<file path="src/rtl/riscv_ctrl_pkg.sv">
// Shared encodings for the multicycle RISC-V control path: opcodes, FSM states,
// aluOp values and datapath mux selects.
package riscv_ctrl_pkg;

    // Opcode field IR[6:0]
    localparam logic [6:0] OP_LW    = 7'b0000011;
    localparam logic [6:0] OP_SW    = 7'b0100011;
    localparam logic [6:0] OP_RTYPE = 7'b0110011;
    localparam logic [6:0] OP_BEQ   = 7'b1100011;

    // Main control FSM states
    typedef enum logic [3:0] {
        S_FETCH    = 4'd0,
        S_DECODE   = 4'd1,
        S_MEMADR   = 4'd2,
        S_MEMREAD  = 4'd3,
        S_MEMWB    = 4'd4,
        S_MEMWRITE = 4'd5,
        S_EXECR    = 4'd6,
        S_ALUWB    = 4'd7,
        S_BEQ      = 4'd8,
        S_FAULT    = 4'd9
    } state_t;

    // aluOp as consumed by alu_control
    localparam logic [1:0] ALUOP_ADD    = 2'b00;
    localparam logic [1:0] ALUOP_BRANCH = 2'b01;
    localparam logic [1:0] ALUOP_FUNCT  = 2'b10;

    // Result bus select
    localparam logic [1:0] RES_ALUOUT = 2'b00;
    localparam logic [1:0] RES_MEM    = 2'b01;
    localparam logic [1:0] RES_ALU    = 2'b10;

    // ALU operand A select
    localparam logic [1:0] SRCA_PC    = 2'b00;
    localparam logic [1:0] SRCA_REGA  = 2'b01;
    localparam logic [1:0] SRCA_OLDPC = 2'b10;

    // ALU operand B select
    localparam logic [1:0] SRCB_REGB  = 2'b00;
    localparam logic [1:0] SRCB_FOUR  = 2'b01;
    localparam logic [1:0] SRCB_IMM   = 2'b10;

    // States that hold a memory request open until mem_ready
    function automatic logic is_mem_state(input state_t s);
        return (s == S_FETCH) || (s == S_MEMREAD) || (s == S_MEMWRITE);
    endfunction

endpackage

</file>
<file path="src/rtl/mem_wait_timer.sv">
// Counts cycles a memory state has waited on mem_ready and flags a timeout when
// the limit is reached with the memory still not ready.
module mem_wait_timer #(
    parameter int MEM_WAIT_MAX = 15
) (
    input  logic i_clk,
    input  logic i_reset,
    input  logic i_clear,
    input  logic i_active,
    input  logic i_ready,
    output logic o_timeout
);
    localparam int W = (MEM_WAIT_MAX < 2) ? 1 : $clog2(MEM_WAIT_MAX + 1);

    logic [W-1:0] r_count;

    // Clear on any state change; count stalled cycles only while a request is open
    always_ff @(posedge i_clk or posedge i_reset) begin
        if (i_reset)
            r_count <= '0;
        else if (i_clear)
            r_count <= '0;
        else if (i_active && !i_ready)
            r_count <= r_count + 1'b1;
    end

    // A ready in the limit cycle still completes normally; limit 0 disables timeout
    always_comb begin
        o_timeout = 1'b0;
        if (MEM_WAIT_MAX != 0)
            o_timeout = i_active && !i_ready && (r_count == W'(MEM_WAIT_MAX));
    end

endmodule

</file>
<file path="src/rtl/multicycle_control.sv">
// Main control FSM for the multicycle RISC-V datapath: sequences fetch, decode,
// memory, execute and writeback; flags faults and counts retired instructions.
module multicycle_control
    import riscv_ctrl_pkg::*;
#(
    parameter int MEM_WAIT_MAX = 15,
    parameter int CNT_W        = 32
) (
    input  logic             clk,
    input  logic             reset,
    input  logic [6:0]       opcode,
    input  logic             zero,
    input  logic             mem_ready,
    output logic             pc_write,
    output logic             ir_write,
    output logic             iord,
    output logic             mem_read,
    output logic             mem_write,
    output logic             reg_write,
    output logic [1:0]       result_src,
    output logic [1:0]       alu_src_a,
    output logic [1:0]       alu_src_b,
    output logic [1:0]       aluOp,
    output logic             fault,
    output logic [CNT_W-1:0] retired
);

    state_t           r_state;
    state_t           w_state_next;
    logic             w_timeout;
    logic             w_retire;
    logic [CNT_W-1:0] r_retired;

    mem_wait_timer #(
        .MEM_WAIT_MAX(MEM_WAIT_MAX)
    ) u_timer (
        .i_clk    (clk),
        .i_reset  (reset),
        .i_clear  (w_state_next != r_state),
        .i_active (is_mem_state(r_state)),
        .i_ready  (mem_ready),
        .o_timeout(w_timeout)
    );

    // State register; reset aborts any in-flight instruction
    always_ff @(posedge clk or posedge reset) begin
        if (reset)
            r_state <= S_FETCH;
        else
            r_state <= w_state_next;
    end

    // Next-state logic; mem_ready takes priority over a timeout in the same cycle
    always_comb begin
        w_state_next = r_state;
        case (r_state)
            S_FETCH: begin
                if (mem_ready)      w_state_next = S_DECODE;
                else if (w_timeout) w_state_next = S_FAULT;
            end
            S_DECODE: begin
                case (opcode)
                    OP_LW, OP_SW: w_state_next = S_MEMADR;
                    OP_RTYPE:     w_state_next = S_EXECR;
                    OP_BEQ:       w_state_next = S_BEQ;
                    default:      w_state_next = S_FAULT;
                endcase
            end
            S_MEMADR:   w_state_next = (opcode == OP_SW) ? S_MEMWRITE : S_MEMREAD;
            S_MEMREAD: begin
                if (mem_ready)      w_state_next = S_MEMWB;
                else if (w_timeout) w_state_next = S_FAULT;
            end
            S_MEMWB:    w_state_next = S_FETCH;
            S_MEMWRITE: begin
                if (mem_ready)      w_state_next = S_FETCH;
                else if (w_timeout) w_state_next = S_FAULT;
            end
            S_EXECR:    w_state_next = S_ALUWB;
            S_ALUWB:    w_state_next = S_FETCH;
            S_BEQ:      w_state_next = S_FETCH;
            S_FAULT:    w_state_next = S_FAULT;
            default:    w_state_next = S_FAULT;
        endcase
    end

    // Moore output decode; only the FETCH/BEQ write enables see live inputs
    always_comb begin
        pc_write   = 1'b0;
        ir_write   = 1'b0;
        iord       = 1'b0;
        mem_read   = 1'b0;
        mem_write  = 1'b0;
        reg_write  = 1'b0;
        result_src = RES_ALUOUT;
        alu_src_a  = SRCA_PC;
        alu_src_b  = SRCB_REGB;
        aluOp      = ALUOP_ADD;
        fault      = 1'b0;
        case (r_state)
            S_FETCH: begin
                mem_read   = 1'b1;
                alu_src_b  = SRCB_FOUR;
                result_src = RES_ALU;
                ir_write   = mem_ready;
                pc_write   = mem_ready;
            end
            S_DECODE: begin
                alu_src_a = SRCA_OLDPC;
                alu_src_b = SRCB_IMM;
            end
            S_MEMADR: begin
                alu_src_a = SRCA_REGA;
                alu_src_b = SRCB_IMM;
            end
            S_MEMREAD: begin
                mem_read = 1'b1;
                iord     = 1'b1;
            end
            S_MEMWB: begin
                reg_write  = 1'b1;
                result_src = RES_MEM;
            end
            S_MEMWRITE: begin
                mem_write = 1'b1;
                iord      = 1'b1;
            end
            S_EXECR: begin
                alu_src_a = SRCA_REGA;
                aluOp     = ALUOP_FUNCT;
            end
            S_ALUWB: begin
                reg_write = 1'b1;
            end
            S_BEQ: begin
                alu_src_a = SRCA_REGA;
                aluOp     = ALUOP_BRANCH;
                pc_write  = zero;
            end
            S_FAULT: begin
                fault = 1'b1;
            end
            default: begin
                fault = 1'b1;
            end
        endcase
    end

    assign w_retire = (r_state == S_MEMWB) || (r_state == S_ALUWB) || (r_state == S_BEQ) ||
                      ((r_state == S_MEMWRITE) && mem_ready);

    // Retired-instruction counter, wraps naturally
    always_ff @(posedge clk or posedge reset) begin
        if (reset)
            r_retired <= '0;
        else if (w_retire)
            r_retired <= r_retired + CNT_W'(1);
    end

    assign retired = r_retired;

endmodule
</file>
<file path="config.mk">
export PLATFORM = sky130hd
export DESIGN_NAME = multicycle_control
export DESIGN_NICKNAME = d
export VERILOG_FILES = /design/src/rtl/riscv_ctrl_pkg.sv /design/src/rtl/mem_wait_timer.sv /design/src/rtl/multicycle_control.sv
export SDC_FILE = /design/constraint.sdc
export NUM_CORES = 1
export LEC_CHECK = 0
export ABC_AREA = 0
export CAP_MARGIN = 20
export CORE_ASPECT_RATIO = 2
export CORE_MARGIN = 1.5
export CORE_UTILIZATION = 45
export DETAILED_ROUTE_END_ITERATION = 8
export HOLD_SLACK_MARGIN = 0.08
export PLACE_DENSITY = 0.76
export SKIP_LAST_GASP = 1
export SYNTH_ARGS = -nofsm -noshare
export SYNTH_HDL_FRONTEND = slang
export SYNTH_SLANG_ARGS = --single-unit
export TNS_END_PERCENT = 20
</file>
<file path="constraint.sdc">
create_clock -name clk -period 1.8 [get_ports clk]
set_clock_uncertainty 0.05 [all_clocks]
set_input_delay 0.18 -clock clk [delete_from_list [all_inputs] [get_ports clk]]
set_output_delay 0.18 -clock clk [all_outputs]
set_load 0.01 [all_outputs]
</file>
Figure 1. Clock wiring as the flow saved it.
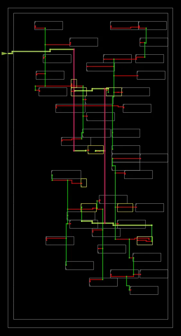
CTS sink count: 40
clk ins delay skew pair: 0.30 ns

Figure 2. Signal wires on met4.
Drawn at 4 px/um. Supply wires on this layer in gray. Cells faint in the background.
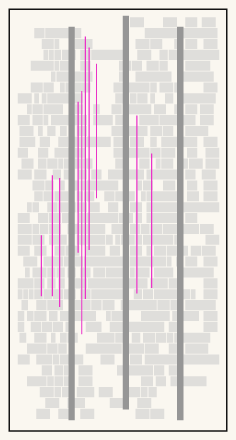
The layer carries 401 um of wire. The longest straight run is 65.3 um. The wires run mostly vertical. 10 nets have wire on it.
DRT Wirelength: 6.63 mm
via count: 2237

==> job_summary.md <==
### Yosys + OpenROAD results

| Metric | Value |
|---|---|
| Initial antenna violation count | 0 |
| Biggest area cells | dfrtp_1 43%, xnor2_1 11%, nor2_1 2.9% |
| Share of cells above drive strength 1 | 0.337 |
| Clk slew on worst S/H paths | 0.08 ns |
| Root Driver | clkbuf_8 |
| I/O pin count | 58 |
| Final WS setup | -0.240 ns |
| Final Hold Fails | 0 |
| Tool warnings | 29 |
| Crit-path cells | or3b_2, a21oi_2, a21oi_1, buf_4, mux2_2, o211ai_1, buf_4, nor2_1 |
| Clock period minus worst slack | 2.04 ns |
| Worst Path Required | 1.94 ns |
| Outcome | complete, but fails checks |
| Crit path DAT | 2.18 ns |
| Peak VDD IR | 873 uV |
| Crit. End Element | flop |
| Cell repeated most along the worst path | buf_4 |
| Post-Syn Instances | 234 |
| Cycle use final | 1.13 |
| Vias per cell | 5.48 |
| Dpl cell area | 0.00336 mm2 |
| Yosys cell types | 50 |
| Nets | 362 |
| Leakage | 1.60 nW |
| Failing checks | negative setup slack |
| Largest net degree at the start of global routing | 41 |
| Drc violations | 0 |
| Final setup viols | 41 |
| Die Y | 105 um |
| H-tree depth | 2 |
| Critical path class | reg2reg |
| Post-synth EDFFs | 0 |
| Grt ovf | 0 |
| Mapped Nets | 247 |
| Synth top cell by count | dfrtp_1 |
| Ys async rst share | 1.00 |
| Gr usage total | 0.254 |
| Vias in the first global route | 2381 |
| Total power draw | 3.49 mW |
| RSZ-0062 raised after global routing | yes |
| Number of nets with antenna violations after detailed routing | 0 |
Figure 3. I/O pins on the die edge.
Drawn at 4 px/um. Pins as bars across the die edge, other pins in gray.
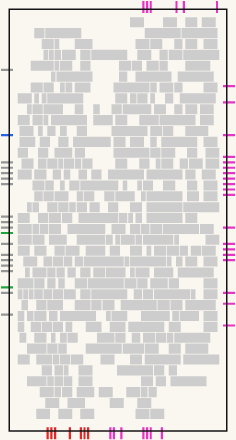
Key: green = `result_src` [pins 2, direction output, edge left]; red = `opcode` [pins 7, direction input, edge bottom]; blue = `mem_ready` [pins 1, direction input, edge left]; magenta = `retired` [pins 32, direction output, edge 19 right, 7 bottom, 6 top]
All pins by edge: 19 left, 19 right, 14 bottom, 6 top.

Figure 4. Signal wires on met3.
Drawn at 6 px/um. Cells faint in the background.
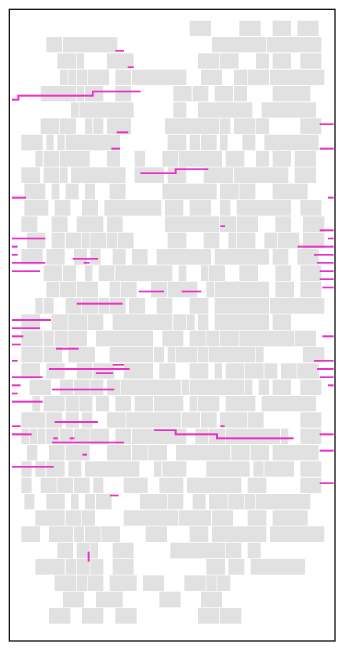
The layer holds 3.5% of the routed length. 50 nets have wire on it. The wires run mostly horizontal.
M3 GR Usage: 0.0386

==> kinds of logic (layout without fill, tap and decap cells) <==
family | Yosys count | after routing | share of synthesized area
AOI/OAI and AO/OA | 28 | 28 | 0.0860
xor gates and xnor gates | 37 | 37 | 0.141
adders and majority gates | 2 | 2 | 0.0107
buffers and inverters | 18 | 134 | 0.0411
DFF | 40 | 40 | 0.427
muxes | 4 | 4 | 0.0182
and+or+nand+nor | 105 | 105 | 0.275
==> registers in the layout (all words and copies together) (netlist names) <==
signal / flops
u_timer.r_count: 4
r_state: 4
retired: 32
==> final cells by class <==
class | count | area, um2
multi-input cells | 176 | 1370
clock buffers | 6 | 82.6
repair buffers | 119 | 1070
inverters | 7 | 26.3
clock inverters | 2 | 10.0
well taps | 58 | 72.6
fillers | 409 | 1460
flip-flops and latches | 40 | 1000
==> tightest hold or removal path, stage by stage <==
cell,delay (ns)
clkdlybuf4s50_1,0.39
inv_1,0.05
buf_4,0.43
==> routing by layer <==
metal / vias up / wire length, um / track usage
met5: - / 0 / 0
met2: 71 / 3760 / 0.470
li1: 1049 / - / -
met1: 1095 / 2240 / 0.235
met3: 22 / 230 / 0.0386
met4: 0 / 401 / 0.159
==> worst paths after layout <==
path	from	to	slack, ns	depth (start not counted)
worst max register to register	r_state[0]	u_timer.r_count[1]	-0.24	8
min in group clk	retired[31]	retired[31]	0.43	1
worst min register to register	retired[31]	retired[31]	0.43	1
worst min-delay path	reset	r_state[1]	0.25	3
max in group asynchronous	reset	r_state[0]	1.06	3
worst max-delay path	r_state[0]	u_timer.r_count[1]	-0.24	8
==> what timing repair did <==
item                                    CTS  global route
hold buffers                              0             0
gates resized                            45            13
pin swaps                                 5             9
endpoints found under the setup margin   48            48
buffers inserted                          8             2
==> power breakdown <==
group          total [mW]  switching, mW  internal (mW)
combinational        1.75          0.795          0.953
clock               0.640          0.334          0.306
sequential           1.10          0.106          0.993
total                3.49           1.23           2.25
==> cells in the final DEF (no fill, tap or decap), drive strengths merged, types with 5 or more instances in the layout <==
cell type,synthesis,routed
nor2,18,18
xnor2,30,30
nand2,14,14
nand4,10,10
clkbuf,6,6
a21oi,6,6
dlygate4sd2,0,6
nand3,15,15
a31oi,5,5
xor2,7,7
buf,5,65
and3,6,6
clkdlybuf4s15,0,5
clkdlybuf4s50,0,43
inv,7,7
o21ai,6,6
dfrtp,40,40
nand2b,7,7
nor2b,6,6
nor3,10,10
==> stage by stage <==
stage / hold slack, ns / utilization
6_report: 0.251 / 0.714
5_1_grt: 0.339 / 0.714
4_1_cts: 0.275 / 0.700
3_5_place_dp: 0.420 / 0.659
3_3_place_gp: 0.400 / 0.659
2_1_floorplan: 0.348 / -
No activity file was given, so power comes from the tool's default toggle rates.
